[config.mk]
export PLATFORM = sky130hd
export DESIGN_NAME = keypad_matrix_scanner
export DESIGN_NICKNAME = d
export VERILOG_FILES = /design/src/rtl/keypad_pkg.sv /design/src/rtl/keypad_row_driver.sv /design/src/rtl/keypad_matrix_scanner.sv
export SDC_FILE = /design/constraint.sdc
export NUM_CORES = 1
export LEC_CHECK = 0
export ABC_AREA = 1
export CAP_MARGIN = 20
export CORE_MARGIN = 3
export CORE_UTILIZATION = 58
export DETAILED_ROUTE_END_ITERATION = 12
export PLACE_DENSITY = 0.89
export RECOVER_POWER = 50
export SYNTH_ARGS = -nofsm -noshare
export SYNTH_HDL_FRONTEND = slang
export SYNTH_SLANG_ARGS = --single-unit
[constraint.sdc]
create_clock -name clk -period 3.1 [get_ports clk]
set_clock_uncertainty 0.15 [all_clocks]
set_input_delay 0.465 -clock clk [delete_from_list [all_inputs] [get_ports clk]]
set_output_delay 0.465 -clock clk [all_outputs]
set_load 0.01 [all_outputs]
[src/rtl/keypad_pkg.sv]
// rtl/keypad_pkg.sv - shared types and helpers for the keypad matrix scanner
package keypad_pkg;

  typedef enum logic [1:0] {IDLE, PRESS_CHK, HELD, RELEASE_CHK} kp_state_t;

  typedef enum logic [1:0] {RES_NONE, RES_SINGLE, RES_MULTI} scan_res_t;

  function automatic int code_w(input int rows, input int cols);
    return (rows * cols > 1) ? $clog2(rows * cols) : 1;
  endfunction

endpackage

[src/rtl/keypad_row_driver.sv]
// rtl/keypad_row_driver.sv - dwell counter, row index and one-cold row drive
module keypad_row_driver #(
  parameter int ROWS     = 4,
  parameter int SCAN_DIV = 1000
) (
  input  logic                    clk,
  input  logic                    rst,
  output logic [ROWS-1:0]         row,
  output logic [$clog2(ROWS)-1:0] row_idx,
  output logic                    sample,
  output logic                    scan_done
);

  localparam int RIW = $clog2(ROWS);
  localparam int DW  = $clog2(SCAN_DIV);

  logic [DW-1:0] dwell;

  // Columns are sampled on the last dwell cycle so the synchroniser has settled.
  assign sample    = (dwell == DW'(SCAN_DIV - 1));
  assign scan_done = sample && (row_idx == RIW'(ROWS - 1));

  always_ff @(posedge clk) begin
    if (rst) begin
      dwell   <= '0;
      row_idx <= '0;
      row     <= ~ROWS'(1);
    end else if (sample) begin
      dwell   <= '0;
      row_idx <= (row_idx == RIW'(ROWS - 1)) ? '0 : row_idx + RIW'(1);
      row     <= {row[ROWS-2:0], row[ROWS-1]};
    end else begin
      dwell   <= dwell + DW'(1);
    end
  end

endmodule

[src/rtl/keypad_matrix_scanner.sv]
// rtl/keypad_matrix_scanner.sv - R x C keypad scanner with whole-scan debounce
module keypad_matrix_scanner
  import keypad_pkg::*;
#(
  parameter int ROWS           = 4,
  parameter int COLS           = 4,
  parameter int SCAN_DIV       = 1000,
  parameter int DEBOUNCE_SCANS = 4,
  parameter int CODE_W         = code_w(ROWS, COLS)
) (
  input  logic              clk,
  input  logic              rst,
  input  logic [COLS-1:0]   col,
  output logic [ROWS-1:0]   row,
  output logic [CODE_W-1:0] key_code,
  output logic              key_valid,
  output logic              key_held,
  output logic              key_release,
  output logic              multi_key
);

  localparam int RIW = $clog2(ROWS);
  localparam int CW  = $clog2(DEBOUNCE_SCANS + 1);

  logic [RIW-1:0]    row_idx;
  logic              sample;
  logic              scan_done;
  logic [COLS-1:0]   col_s1, col_s2;

  logic [1:0]        acc_cnt, row_cnt, tot_cnt;
  logic [CODE_W-1:0] acc_first, tot_first;
  logic [CODE_W-1:0] row_code;
  int                first_c;
  logic              found;
  scan_res_t         res;

  kp_state_t         state, state_n;
  logic [CODE_W-1:0] cand, cand_n, code_n;
  logic [CW-1:0]     cnt, cnt_n, cnt_inc;
  logic              valid_n, held_n, release_n;

  keypad_row_driver #(
    .ROWS     (ROWS),
    .SCAN_DIV (SCAN_DIV)
  ) u_row_driver (
    .clk       (clk),
    .rst       (rst),
    .row       (row),
    .row_idx   (row_idx),
    .sample    (sample),
    .scan_done (scan_done)
  );

  always_ff @(posedge clk) begin
    if (rst) begin
      col_s1 <= '1;
      col_s2 <= '1;
    end else begin
      col_s1 <= col;
      col_s2 <= col_s1;
    end
  end

  // Hit counts saturate at 2: only none / one / many matters to the classifier.
  always_comb begin
    row_cnt = '0;
    first_c = 0;
    found   = 1'b0;
    for (int c = 0; c < COLS; c++) begin
      if (!col_s2[c]) begin
        if (!found) begin
          first_c = c;
          found   = 1'b1;
        end
        if (row_cnt != 2'd2) row_cnt = row_cnt + 2'd1;
      end
    end
    row_code = CODE_W'(int'(row_idx) * COLS + first_c);

    if (acc_cnt == 2'd0)      tot_cnt = row_cnt;
    else if (row_cnt == 2'd0) tot_cnt = acc_cnt;
    else                      tot_cnt = 2'd2;
    tot_first = (acc_cnt != 2'd0) ? acc_first : row_code;

    if (tot_cnt == 2'd0)      res = RES_NONE;
    else if (tot_cnt == 2'd1) res = RES_SINGLE;
    else                      res = RES_MULTI;
  end

  always_ff @(posedge clk) begin
    if (rst) begin
      acc_cnt   <= '0;
      acc_first <= '0;
      multi_key <= 1'b0;
    end else if (sample) begin
      acc_cnt   <= scan_done ? '0 : tot_cnt;
      acc_first <= scan_done ? '0 : tot_first;
      if (scan_done) multi_key <= (res == RES_MULTI);
    end
  end

  assign cnt_inc = cnt + CW'(1);

  always_comb begin
    state_n   = state;
    cand_n    = cand;
    cnt_n     = cnt;
    code_n    = key_code;
    valid_n   = 1'b0;
    held_n    = key_held;
    release_n = 1'b0;
    if (scan_done) begin
      unique case (state)
        IDLE: begin
          if (res == RES_SINGLE) begin
            state_n = PRESS_CHK;
            cand_n  = tot_first;
            cnt_n   = CW'(1);
          end
        end
        PRESS_CHK: begin
          if (res == RES_SINGLE && tot_first == cand) begin
            cnt_n = cnt_inc;
            if (cnt_inc >= CW'(DEBOUNCE_SCANS)) begin
              cnt_n   = CW'(DEBOUNCE_SCANS);
              state_n = HELD;
              code_n  = cand;
              valid_n = 1'b1;
              held_n  = 1'b1;
            end
          end else if (res == RES_SINGLE) begin
            cand_n = tot_first;
            cnt_n  = CW'(1);
          end else begin
            state_n = IDLE;
            cnt_n   = '0;
          end
        end
        HELD: begin
          if (res == RES_NONE) begin
            state_n = RELEASE_CHK;
            cnt_n   = CW'(1);
          end
        end
        RELEASE_CHK: begin
          if (res == RES_NONE) begin
            cnt_n = cnt_inc;
            if (cnt_inc >= CW'(DEBOUNCE_SCANS)) begin
              cnt_n     = '0;
              state_n   = IDLE;
              release_n = 1'b1;
              held_n    = 1'b0;
            end
          end else begin
            state_n = HELD;
          end
        end
        default: state_n = IDLE;
      endcase
    end
  end

  always_ff @(posedge clk) begin
    if (rst) begin
      state       <= IDLE;
      cand        <= '0;
      cnt         <= '0;
      key_code    <= '0;
      key_valid   <= 1'b0;
      key_held    <= 1'b0;
      key_release <= 1'b0;
    end else begin
      state       <= state_n;
      cand        <= cand_n;
      cnt         <= cnt_n;
      key_code    <= code_n;
      key_valid   <= valid_n;
      key_held    <= held_n;
      key_release <= release_n;
    end
  end

endmodule

### Signal wires on met1, run 1

Cells faint in the background.
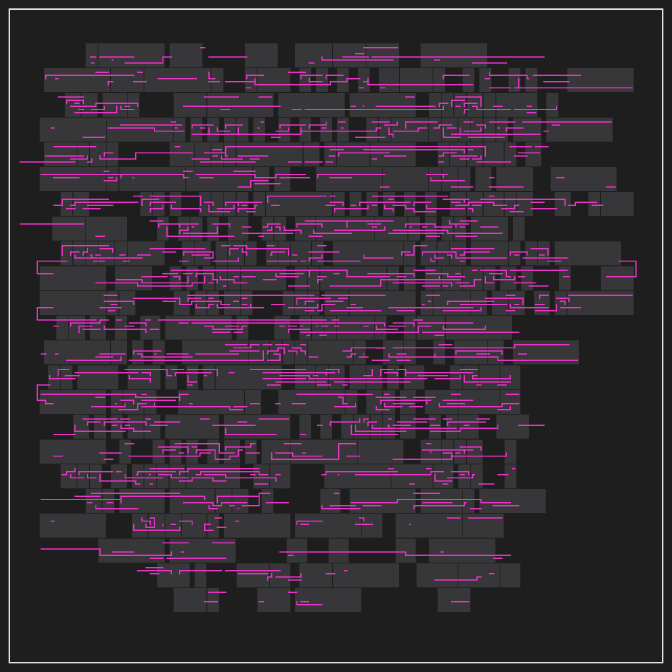
The wires run mostly horizontal. The layer carries 2190 um of wire. 353 nets have wire on it. The longest straight run is 28.5 um.

### M2 wires, run 1

Bar = 20 um.
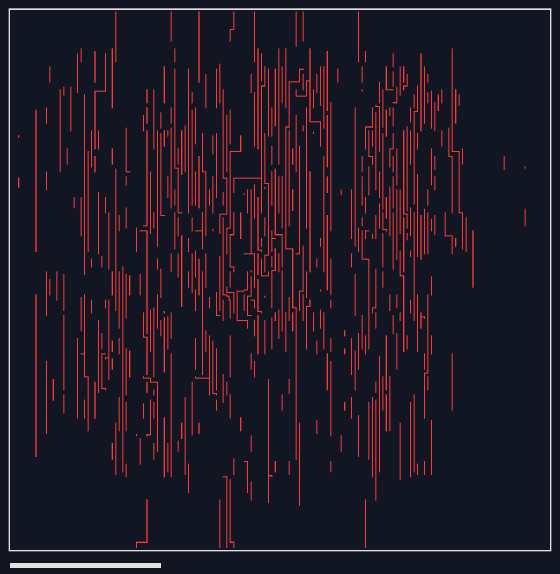
The wires run mostly vertical. The longest straight run is 27.2 um. 298 nets have wire on it. The layer holds 49% of the routed length. The layer carries 2330 um of wire.

### Met3 routing, run 1

Bar = 20 um.
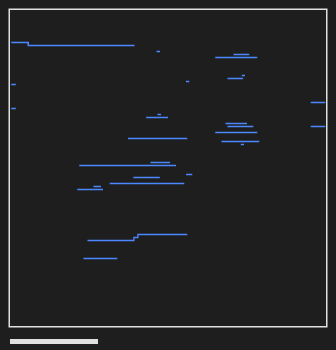
The layer holds 3.9% of the routed length. The wires run mostly horizontal. 20 nets have wire on it.

### Wire density map, run 1

Bar = 20 um. The die is cut into 14 by 14 equal tiles; dark purple is low, yellow is high, scaled to the fullest tile. Values are wire area over tile area, all layers added.
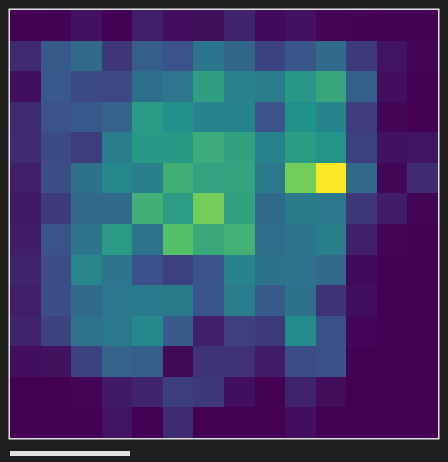
The emptiest ninth of the die: south-east. 12% of the tiles are over half the peak. The mean over all tiles is 0.15. The densest ninth of the die: centre. The fullest tile reaches 0.63. 22% of the tiles are nearly empty.

==> GITHUB_STEP_SUMMARY, run 1 <==
## Implementation flow summary

| Metric | Value |
|---|---|
| Outcome | `completed` |
| Number of logic gates | `239` |
| Drt drc | `0` |
| DR vias/cell | `5.16` |
| WHS Path Cells | `1` |
| Post-Syn Nets | `358` |
| LEAKAGE | `1.29 nW` |
| Seq. pwr | `0.616 mW` |
| Routed wl met2 | `2330 um` |
| Worst Hold Path EP | `col_s2[0]` |
| Comb power frac | `8.3%` |
| Logic area | `0.00134 mm^2` |
| Adder-Cell Fraction of Synth Area | `4.51%` |
| Final Max Tran Viols | `0` |
| Worst slew pin tran | `829 ps` |
| Met3 wire length | `184 um` |
| Top Layout Cells | `74 x nand2_1, 47 x dfxtp_1, 43 x inv_1` |
| FFs w/ async S/R, synth | `0%` |
| Final setup fails | `0` |
| Area Growth Syn to Fin | `13.0%` |
| Avg Cell Area, Syn | `7.28 um^2` |
| Layout Cells excl Fill | `417` |
| Placed Cells | `409` |
| WP buf/inv | `4` |
| Inserted Diodes | `0` |
| Final wirelength | `4810 um` |
| Pre-CTS WS | `490 ps` |
| Final Cycle Share | `86.6%` |
| Ys cells | `343` |
| Logic share of the area | `47.4%` |
| Die Y | `71.6 um` |
| PortBufs | `17` |
| Share of the yosys chip area belonging to registers | `37.7%` |
| Syn Inst Count | `343` |
| Most common flop cell mapped by yosys | `dfxtp_1` |
| Post-synth regs | `47` |
| Slowest-stage cell, CP | `clkbuf_1` |
| Worst skew pair latency | `300 ps` |
| Reg power frac | `55.6%` |
| Flop share of the area | `33.3%` |
| Inserted Clock Buffers | `5` |
| Post-route ant nets | `0` |
| P_sw | `0.261 mW` |
| Most frequent cells after synthesis | `73 x nand2_1, 47 x dfxtp_1, 43 x inv_1` |
| Cell area leaders | `dfxtp_1 38%, nand2_1 11%, inv_1 6.5%` |
| Largest reg by FF count | `u_row_driver.dwell` |
| Layout cells sized above 1 | `15.8%` |
| Count leader, synth | `nand2_1` |
| Met3 Usage GRT | `3.79%` |
| Top pwr grp | `sequential cells` |
## Run 2: what changed since run 1
--- a/config.mk
+++ b/config.mk
@@ -10,6 +10,7 @@
 export CORE_MARGIN = 3
 export CORE_UTILIZATION = 58
 export DETAILED_ROUTE_END_ITERATION = 12
+export GPL_ROUTABILITY_DRIVEN = 0
 export PLACE_DENSITY = 0.89
 export RECOVER_POWER = 50
 export SYNTH_ARGS = -nofsm -noshare
### M2 wires, run 2

Bar = 20 um.
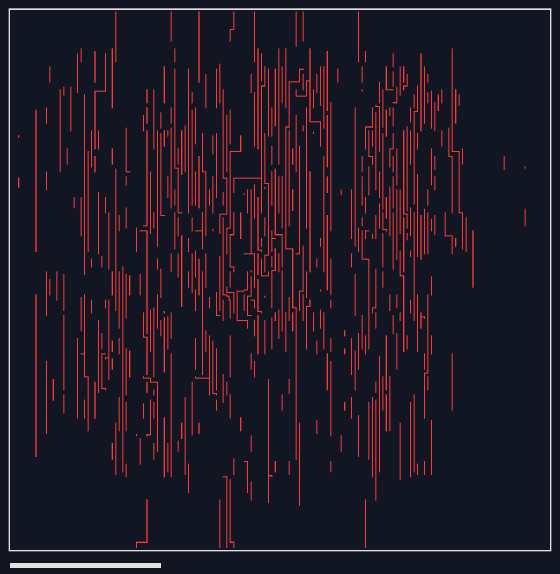
The longest straight run is 27.2 um. The layer holds 49% of the routed length.

==> run 2 against run 1 <==
Sequential share of layout area is the same. Largest power group unchanged. Largest cell class unchanged. First-iteration DRC count is the same. Routed wire length is the same. Die size is the same. Synthesized cell count is the same. Design area is the same. Register-to-register slack is essentially flat. Synthesized area is the same. Fmax is the same. Critical path depth is the same.
==> GITHUB_STEP_SUMMARY, run 2 <==
## Implementation flow summary

| Metric | Value |
|---|---|
| Outcome | `completed` |
| Final setup fails | `0` |
| Slowest-stage cell, CP | `clkbuf_1` |
| Number of logic gates | `239` |
| Pre-CTS WS | `490 ps` |
| Top Layout Cells | `74 x nand2_1, 47 x dfxtp_1, 43 x inv_1` |
| Layout cells sized above 1 | `15.8%` |
| DR vias/cell | `5.16` |
| Logic area | `0.00134 mm^2` |
| Inserted Diodes | `0` |
| Flop share of the area | `33.3%` |
| FFs w/ async S/R, synth | `0%` |
| WP buf/inv | `4` |
| Layout Cells excl Fill | `417` |
| Placed Cells | `409` |
| Comb power frac | `8.3%` |
| Final wirelength | `4810 um` |
| Cell area leaders | `dfxtp_1 38%, nand2_1 11%, inv_1 6.5%` |
| Final Cycle Share | `86.6%` |
| Routed wl met2 | `2330 um` |
| Met3 wire length | `184 um` |
Power is estimated from default activity; no workload was simulated.
